==> src/rtl/lsu_pkg.sv <==
// Shared definitions for the load/store unit: RV32I width codes, FSM state
// encoding, and the lane/byte-enable helpers used when issuing a bus request.
package lsu_pkg;

    localparam int XLEN            = 32;
    localparam int TIMEOUT_DEFAULT = 15;

    localparam logic [2:0] F3_B  = 3'b000;
    localparam logic [2:0] F3_H  = 3'b001;
    localparam logic [2:0] F3_W  = 3'b010;
    localparam logic [2:0] F3_BU = 3'b100;
    localparam logic [2:0] F3_HU = 3'b101;

    typedef enum logic [1:0] {
        ST_IDLE = 2'd0,
        ST_REQ  = 2'd1,
        ST_DONE = 2'd2
    } state_t;

    function automatic logic [3:0] byte_enable(input logic [2:0] f3, input logic [1:0] off);
        logic [3:0] be;
        case (f3[1:0])
            2'b00:   be = 4'b0001 << off;
            2'b01:   be = 4'b0011 << off;
            default: be = 4'b1111;
        endcase
        return be;
    endfunction

    function automatic logic [31:0] wdata_lane(input logic [2:0] f3, input logic [1:0] off,
                                               input logic [31:0] data);
        logic [31:0] w;
        case (f3[1:0])
            2'b00:   w = {24'b0, data[7:0]}  << {off, 3'b000};
            2'b01:   w = {16'b0, data[15:0]} << {off, 3'b000};
            default: w = data;
        endcase
        return w;
    endfunction

    // Rejected before any bus activity: bad alignment, reserved width codes,
    // and unsigned widths on stores.
    function automatic logic is_illegal(input logic [2:0] f3, input logic [1:0] off,
                                        input logic we);
        logic bad;
        case (f3)
            F3_B, F3_BU: bad = 1'b0;
            F3_H, F3_HU: bad = off[0];
            F3_W:        bad = (off != 2'b00);
            default:     bad = 1'b1;
        endcase
        return bad | (we & f3[2]);
    endfunction

endpackage

==> src/rtl/load_store_unit_if.sv <==
// Memory-side request/acknowledge bus of the load/store unit.
interface load_store_unit_if;
    import lsu_pkg::*;

    logic            bus_req;
    logic            bus_we;
    logic [XLEN-1:0] bus_addr;
    logic [3:0]      bus_be;
    logic [XLEN-1:0] bus_wdata;
    logic            bus_ack;
    logic [XLEN-1:0] bus_rdata;

    modport master (
        output bus_req, bus_we, bus_addr, bus_be, bus_wdata,
        input  bus_ack, bus_rdata
    );

    modport slave (
        input  bus_req, bus_we, bus_addr, bus_be, bus_wdata,
        output bus_ack, bus_rdata
    );

endinterface

==> src/rtl/lsu_load_align.sv <==
// Combinational load-lane extraction: picks the addressed byte/half out of the
// read word and sign- or zero-extends it according to the width code.
module lsu_load_align
    import lsu_pkg::*;
(
    input  logic [XLEN-1:0] rdata,
    input  logic [1:0]      offset,
    input  logic [2:0]      funct3,
    output logic [XLEN-1:0] data
);

    logic [XLEN-1:0] shifted;

    assign shifted = rdata >> {offset, 3'b000};

    always_comb begin
        data = '0;
        case (funct3)
            F3_B:    data = {{24{shifted[7]}}, shifted[7:0]};
            F3_H:    data = {{16{shifted[15]}}, shifted[15:0]};
            F3_W:    data = shifted;
            F3_BU:   data = {24'b0, shifted[7:0]};
            F3_HU:   data = {16'b0, shifted[15:0]};
            default: data = '0;
        endcase
    end

endmodule

==> src/rtl/load_store_unit.sv <==
// RV32I load/store unit: validates the access, holds a single bus request
// until ack or timeout, then reports the result with a one-cycle done pulse.
//
// state   | meaning
// IDLE    | waiting for start from the core
// REQ     | bus_req held, waiting for bus_ack or timeout
// DONE    | one-cycle completion, results updated
module load_store_unit
    import lsu_pkg::*;
#(
    parameter int DATA_WIDTH     = 32,
    parameter int TIMEOUT_CYCLES = TIMEOUT_DEFAULT
) (
    input  logic                  clk,
    input  logic                  rst,
    input  logic                  start,
    input  logic                  mem_write,
    input  logic [2:0]            funct3,
    input  logic [DATA_WIDTH-1:0] ALU_result,
    input  logic [DATA_WIDTH-1:0] data_rs2,
    output logic                  stall,
    output logic                  done,
    output logic [DATA_WIDTH-1:0] load_data,
    output logic                  misaligned,
    output logic                  bus_error,
    load_store_unit_if.master     bus
);

    localparam int CNT_W = $clog2(TIMEOUT_CYCLES + 1);
    localparam logic [CNT_W-1:0] CNT_LAST = CNT_W'(TIMEOUT_CYCLES - 1);

    state_t                  state;
    logic [CNT_W-1:0]        cnt;
    logic [1:0]              off_q;
    logic [2:0]              f3_q;
    logic                    we_q;
    logic                    done_q;
    logic                    mis_q;
    logic                    err_q;
    logic [DATA_WIDTH-1:0]   ld_q;
    logic                    req_q;
    logic                    bwe_q;
    logic [DATA_WIDTH-1:0]   addr_q;
    logic [3:0]              be_q;
    logic [DATA_WIDTH-1:0]   wdata_q;
    logic [DATA_WIDTH-1:0]   aligned;

    lsu_load_align u_align (
        .rdata  (bus.bus_rdata),
        .offset (off_q),
        .funct3 (f3_q),
        .data   (aligned)
    );

    always_ff @(posedge clk) begin
        if (rst) begin
            state   <= ST_IDLE;
            cnt     <= '0;
            off_q   <= '0;
            f3_q    <= '0;
            we_q    <= 1'b0;
            done_q  <= 1'b0;
            mis_q   <= 1'b0;
            err_q   <= 1'b0;
            ld_q    <= '0;
            req_q   <= 1'b0;
            bwe_q   <= 1'b0;
            addr_q  <= '0;
            be_q    <= '0;
            wdata_q <= '0;
        end else begin
            done_q <= 1'b0;
            case (state)
                ST_IDLE: begin
                    if (start) begin
                        if (is_illegal(funct3, ALU_result[1:0], mem_write)) begin
                            state  <= ST_DONE;
                            done_q <= 1'b1;
                            mis_q  <= 1'b1;
                            err_q  <= 1'b0;
                        end else begin
                            state   <= ST_REQ;
                            cnt     <= '0;
                            off_q   <= ALU_result[1:0];
                            f3_q    <= funct3;
                            we_q    <= mem_write;
                            req_q   <= 1'b1;
                            bwe_q   <= mem_write;
                            addr_q  <= {ALU_result[DATA_WIDTH-1:2], 2'b00};
                            be_q    <= byte_enable(funct3, ALU_result[1:0]);
                            wdata_q <= mem_write ? wdata_lane(funct3, ALU_result[1:0], data_rs2) : '0;
                        end
                    end
                end
                ST_REQ: begin
                    // Ack is checked first so it wins over a coincident timeout.
                    if (bus.bus_ack || cnt == CNT_LAST) begin
                        state   <= ST_DONE;
                        done_q  <= 1'b1;
                        mis_q   <= 1'b0;
                        err_q   <= !bus.bus_ack;
                        req_q   <= 1'b0;
                        bwe_q   <= 1'b0;
                        addr_q  <= '0;
                        be_q    <= '0;
                        wdata_q <= '0;
                        if (!bus.bus_ack) begin
                            ld_q <= '0;
                        end else if (!we_q) begin
                            ld_q <= aligned;
                        end
                    end else begin
                        cnt <= cnt + CNT_W'(1);
                    end
                end
                ST_DONE: state <= ST_IDLE;
                default: state <= ST_IDLE;
            endcase
        end
    end

    assign stall      = (state == ST_IDLE && start) || state == ST_REQ;
    assign done       = done_q;
    assign load_data  = ld_q;
    assign misaligned = mis_q;
    assign bus_error  = err_q;

    assign bus.bus_req   = req_q;
    assign bus.bus_we    = bwe_q;
    assign bus.bus_addr  = addr_q;
    assign bus.bus_be    = be_q;
    assign bus.bus_wdata = wdata_q;

endmodule

==> src/flat_wrapper.sv <==
// flat-port wrapper written by rule: the top's interface ports become plain ports
module load_store_unit_flat import lsu_pkg::*;
#(
    parameter int DATA_WIDTH     = 32,
    parameter int TIMEOUT_CYCLES = TIMEOUT_DEFAULT
)
  (clk, rst, start, mem_write, funct3, ALU_result, data_rs2, stall, done, load_data, misaligned, bus_error, bus_bus_req, bus_bus_we, bus_bus_addr, bus_bus_be, bus_bus_wdata, bus_bus_ack, bus_bus_rdata);
  load_store_unit_if bus_i ();
  input  logic clk;
  input  logic rst;
  input  logic start;
  input  logic mem_write;
  input  logic [2:0] funct3;
  input  logic [DATA_WIDTH-1:0] ALU_result;
  input  logic [DATA_WIDTH-1:0] data_rs2;
  output logic stall;
  output logic done;
  output logic [DATA_WIDTH-1:0] load_data;
  output logic misaligned;
  output logic bus_error;
  output wire logic [$bits(bus_i.bus_req)-1:0] bus_bus_req;
  output wire logic [$bits(bus_i.bus_we)-1:0] bus_bus_we;
  output wire logic [$bits(bus_i.bus_addr)-1:0] bus_bus_addr;
  output wire logic [$bits(bus_i.bus_be)-1:0] bus_bus_be;
  output wire logic [$bits(bus_i.bus_wdata)-1:0] bus_bus_wdata;
  input wire logic [$bits(bus_i.bus_ack)-1:0] bus_bus_ack;
  input wire logic [$bits(bus_i.bus_rdata)-1:0] bus_bus_rdata;
  assign bus_bus_req = bus_i.bus_req;
  assign bus_bus_we = bus_i.bus_we;
  assign bus_bus_addr = bus_i.bus_addr;
  assign bus_bus_be = bus_i.bus_be;
  assign bus_bus_wdata = bus_i.bus_wdata;
  assign bus_i.bus_ack = bus_bus_ack;
  assign bus_i.bus_rdata = bus_bus_rdata;
  load_store_unit #(.DATA_WIDTH(DATA_WIDTH), .TIMEOUT_CYCLES(TIMEOUT_CYCLES)) u_core (.clk(clk), .rst(rst), .start(start), .mem_write(mem_write), .funct3(funct3), .ALU_result(ALU_result), .data_rs2(data_rs2), .stall(stall), .done(done), .load_data(load_data), .misaligned(misaligned), .bus_error(bus_error), .bus(bus_i));
endmodule
==> config.mk <==
export PLATFORM = sky130hd
export DESIGN_NAME = load_store_unit_flat
export DESIGN_NICKNAME = d
export VERILOG_FILES = /design/src/rtl/lsu_pkg.sv /design/src/rtl/load_store_unit_if.sv /design/src/rtl/lsu_load_align.sv /design/src/rtl/load_store_unit.sv /design/src/flat_wrapper.sv
export SDC_FILE = /design/constraint.sdc
export NUM_CORES = 1
export LEC_CHECK = 0
export CAP_MARGIN = 20
export CORE_ASPECT_RATIO = 1.2
export CORE_MARGIN = 2
export CORE_UTILIZATION = 30
export CTS_CLUSTER_SIZE = 16
export DETAILED_ROUTE_END_ITERATION = 10
export DONT_BUFFER_PORTS = 1
export PLACE_DENSITY = 0.55
export SLEW_MARGIN = 20
export SYNTH_ARGS = -nofsm -noshare
export SYNTH_HDL_FRONTEND = slang
export SYNTH_SLANG_ARGS = --single-unit
==> constraint.sdc <==
create_clock -name clk -period 2.11 [get_ports clk]
set_input_delay 0.422 -clock clk [delete_from_list [all_inputs] [get_ports clk]]
set_output_delay 0.422 -clock clk [all_outputs]
set_load 0.02 [all_outputs]
==> impl_metrics.toml <==
# flow metrics
[status]
outcome = "finished clean"

[finish]
fin_nets = 611
diodes = 0
area_growth_pct = 17.3
final_layout_top_logic_cell = "dfxtp_1"
drive_above_1_share_pct = 14.5
fin_area_um2 = 5840

[setup_path]
startpoint = "u_core.cnt[0]$_SDFFE_PP0P_"
cpPeakStageDelay_ps = 410
cp.buffers_inverters = 2
critPathLaunchType = "flop"
path_cells = "inv_1, ha_1, a31oi_1, nor2_1, a211oi_4, buf_12, a22o_1"
crit_fanout = 68
regToRegEndpoint = "u_core.bus.bus_addr[9]$_SDFFE_PP0P_"
critPathCaptureType = "flop"
reg2reg_slack_ps = 140
crit_cells = 7
r2r_cells = 7
cp_data_arrival_time_ps = 2320
critPathSlowestCell = "dfxtp_1"
crit_end = "u_core.bus.bus_addr[9]$_SDFFE_PP0P_"
rr_startpoint = "u_core.cnt[0]$_SDFFE_PP0P_"
cp_data_required_time_ps = 2460
crit_family = "AND-OR/OR-AND gates"

[global_route]
met3_usage_pct = 7.27
grt_max_degree = 69
antenna_found_initial = 0
grt_pass1_vias = 4062
grt-ovfl-total = 0
grt_first_pass_wirelength_mm = 22.4
grt-busiest-layer = "met2"
use_met1_pct = 17.4

[logic_synthesis]
synthCells = 508
area_leaders = "dfxtp_1, a22o_1, mux2i_1, a22oi_1, nand2_1"
yosysWarnings = 0
top_area_share_pct = 46.2
ys_area_um2 = 4980
postSynthSeqShare_pct = 46.2
ff_type = "dfxtp_1"
yosysTopAreaCell = "dfxtp_1"
edf_count = 0
synthArstFlopShare_pct = 0
avgSynthCellArea_um2 = 9.80
ys_cells = 508
netlist_area_um2 = 4980
synth_flops = 115

[place]
dp_cells = 698
dpl.hpwl_mm = 10.6
dpl_cell_area_um2 = 5210
place_ws_ps = 169

[clock_tree]
clk_path_buf_depth = 2
htree_levels = 4
holdBufCountCts = 0
clk_pin_slew_ps = 60
cts_root_buffer = "clkbuf_16"
numCtsBuffers = 17
post_cts_buffers = 0
cts_resized = 0
cts_tree = "done"
cts.sinks = 115
clock_latency_ps = 410

[timing]
setup_ws_ps = 141
slew_viol_final = 0
fin_hold_ws_ps = 81.4
finalClockSkew_ps = 9.78
slew_headroom_pct = 29.0
tns_ps = 0
worst_pin_slew_ps = 1060
finalHoldViolations = 0
setup_viol = 0
fin_crit_ps = 1970
fmax_mhz = 508

[flow_run]
tool_warnings = 27
max_cap_violations = 0

[die]
design.core.area_um2 = 16200
rows = 51
io_pins = 210
chipArea_um2 = 17600
fp_util_pct = 30.7

[power_and_ir_drop]
p_total_w = 0.00581
power_density_nw_per_um2 = 995
p_leak_nw = 2.27
peakVddDrop_v = 0.000524

[drt]
detail-route-antenna-nets = 0
dr_wl_met3_mm = 1.54
vias_per_cell = 5.51
wl_met2_mm = 7.45
dr.pass1.iters = 4
drc_errors = 0
drt_iter0_markers = 181
-- cells by family after synthesis --
kind of cell	Yosys count	share of synthesized area (%)
flip-flops	115	46.2
other	1	0.0753
AND/OR/NAND/NOR	121	12.8
buffers and inverters	45	4.50
adder cells (fa/ha/maj)	2	0.503
AND-OR/OR-AND	189	28.6
multiplexers	35	7.29
-- area by class of cell --
| type | count | area [um^2] |
|---|---|---|
| Fill cell | 1656 | 10400 |
| Multi-Input combinational cell | 349 | 2460 |
| Sequential cell | 115 | 2300 |
| Clock buffer | 17 | 425 |
| Tap cell | 212 | 265 |
| Clock inverter | 15 | 204 |
| Timing Repair Buffer | 19 | 168 |
| Inverter | 3 | 11.3 |
-- worst min path at each step --
stage	to	slack, ps	depth (start not counted)	start
after detailed placement	u_core.cnt[3]$_SDFFE_PP0P_	500	1	rst
after global placement	u_core.we_q$_SDFFE_PP0P_	480	2	u_core.we_q$_SDFFE_PP0P_
final	u_core.state[1]$_SDFFE_PP0P_	80	1	rst
after CTS	u_core.f3_q[1]$_SDFFE_PP0P_	50	1	rst
after floorplan	u_core.we_q$_SDFFE_PP0P_	460	2	u_core.we_q$_SDFFE_PP0P_
after global routing	u_core.state[1]$_SDFFE_PP0P_	50	1	rst
-- Yosys cell counts, types with 3 or more instances --
cell type and number:
dfxtp_1 115, a22o_1 72, nand2_1 61, o21ai_0 42, a22oi_1 32, mux2i_1 25
buf_2 18, nor2_1 17, clkbuf_1 14, mux2_2 10, a32oi_1 8, a21oi_1 7
nor2b_1 7, a211o_1 6, nand3_1 6, and2_0 5, a31oi_1 4, buf_4 4
nand2b_1 4, a21o_1 3, a221o_1 3
-- report_power, final --
group          switching, W  internal (W)  leakage (nW)
sequential         0.000128       0.00224         0.931
combinational      0.000225      0.000164          1.04
clock               0.00107       0.00198         0.296
**Wiring by layer**

Scale: 2 px per um. Two of the layers only.
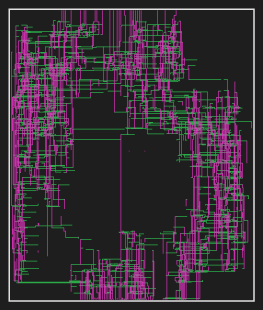
layer	color	wire length
M1	green	5370 um
M2	magenta	7450 um
wire per inst: 19.9 um
Tot GR Track Use: 16.2%
routed vias: 4025

**Pin map**

Scale: 3 px per um. Pins as bars across the die edge, other pins in gray.
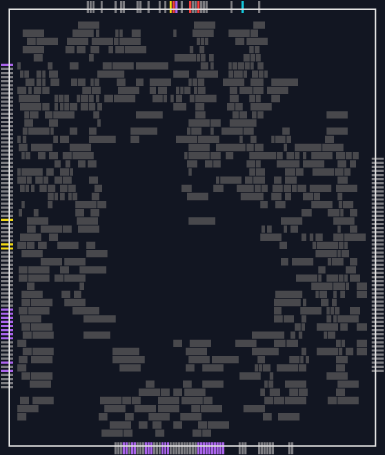
port	color	pins	direction	edge
`bus_bus_be`	yellow	4	output	3 west, 1 north
`bus_error`	cyan	1	output	north
`funct3`	red	3	input	north
`bus_bus_addr`	purple	32	output	20 south, 11 west, 1 north
die outline width: 122 um
Port Buffer Count: 0

**The metal 2 layer**

Scale: 2 px per um.
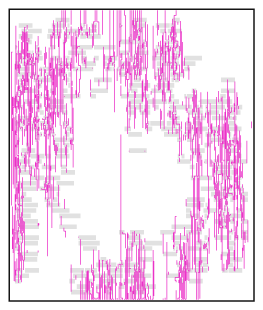
share of all routed wire	51%
wire length on this layer	7450 um
met2 Usage GRT: 28.0%
final WL: 14.5 mm

**Placed standard cells**

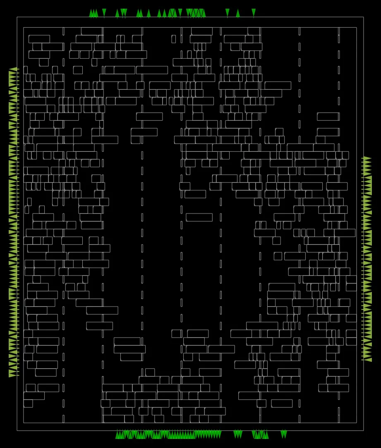
non-filler cells, final: 730
Core Util, Final: 36.0%

**A small window of the routed layout**

Window x 41 to 81, y 53 to 93 um. Cells in gray, sequential cells in the stronger gray; small squares are vias.
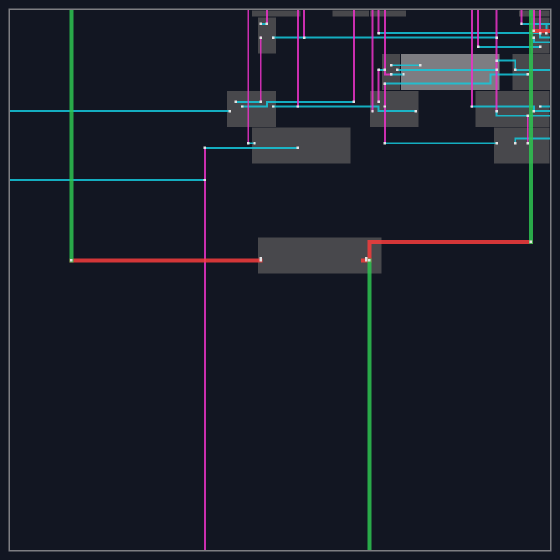
layer	color
M2	magenta
M1	cyan
M3	red
M4	green
netlist names of flops here include	`u_core.off_q` (1)
sequential cells in the window	1
most frequent	mux2i_1 (2), nor2_1 (2)
cells with their middle in the window	11

Power figures rest on the tool's default switching activity, not on a simulated workload.
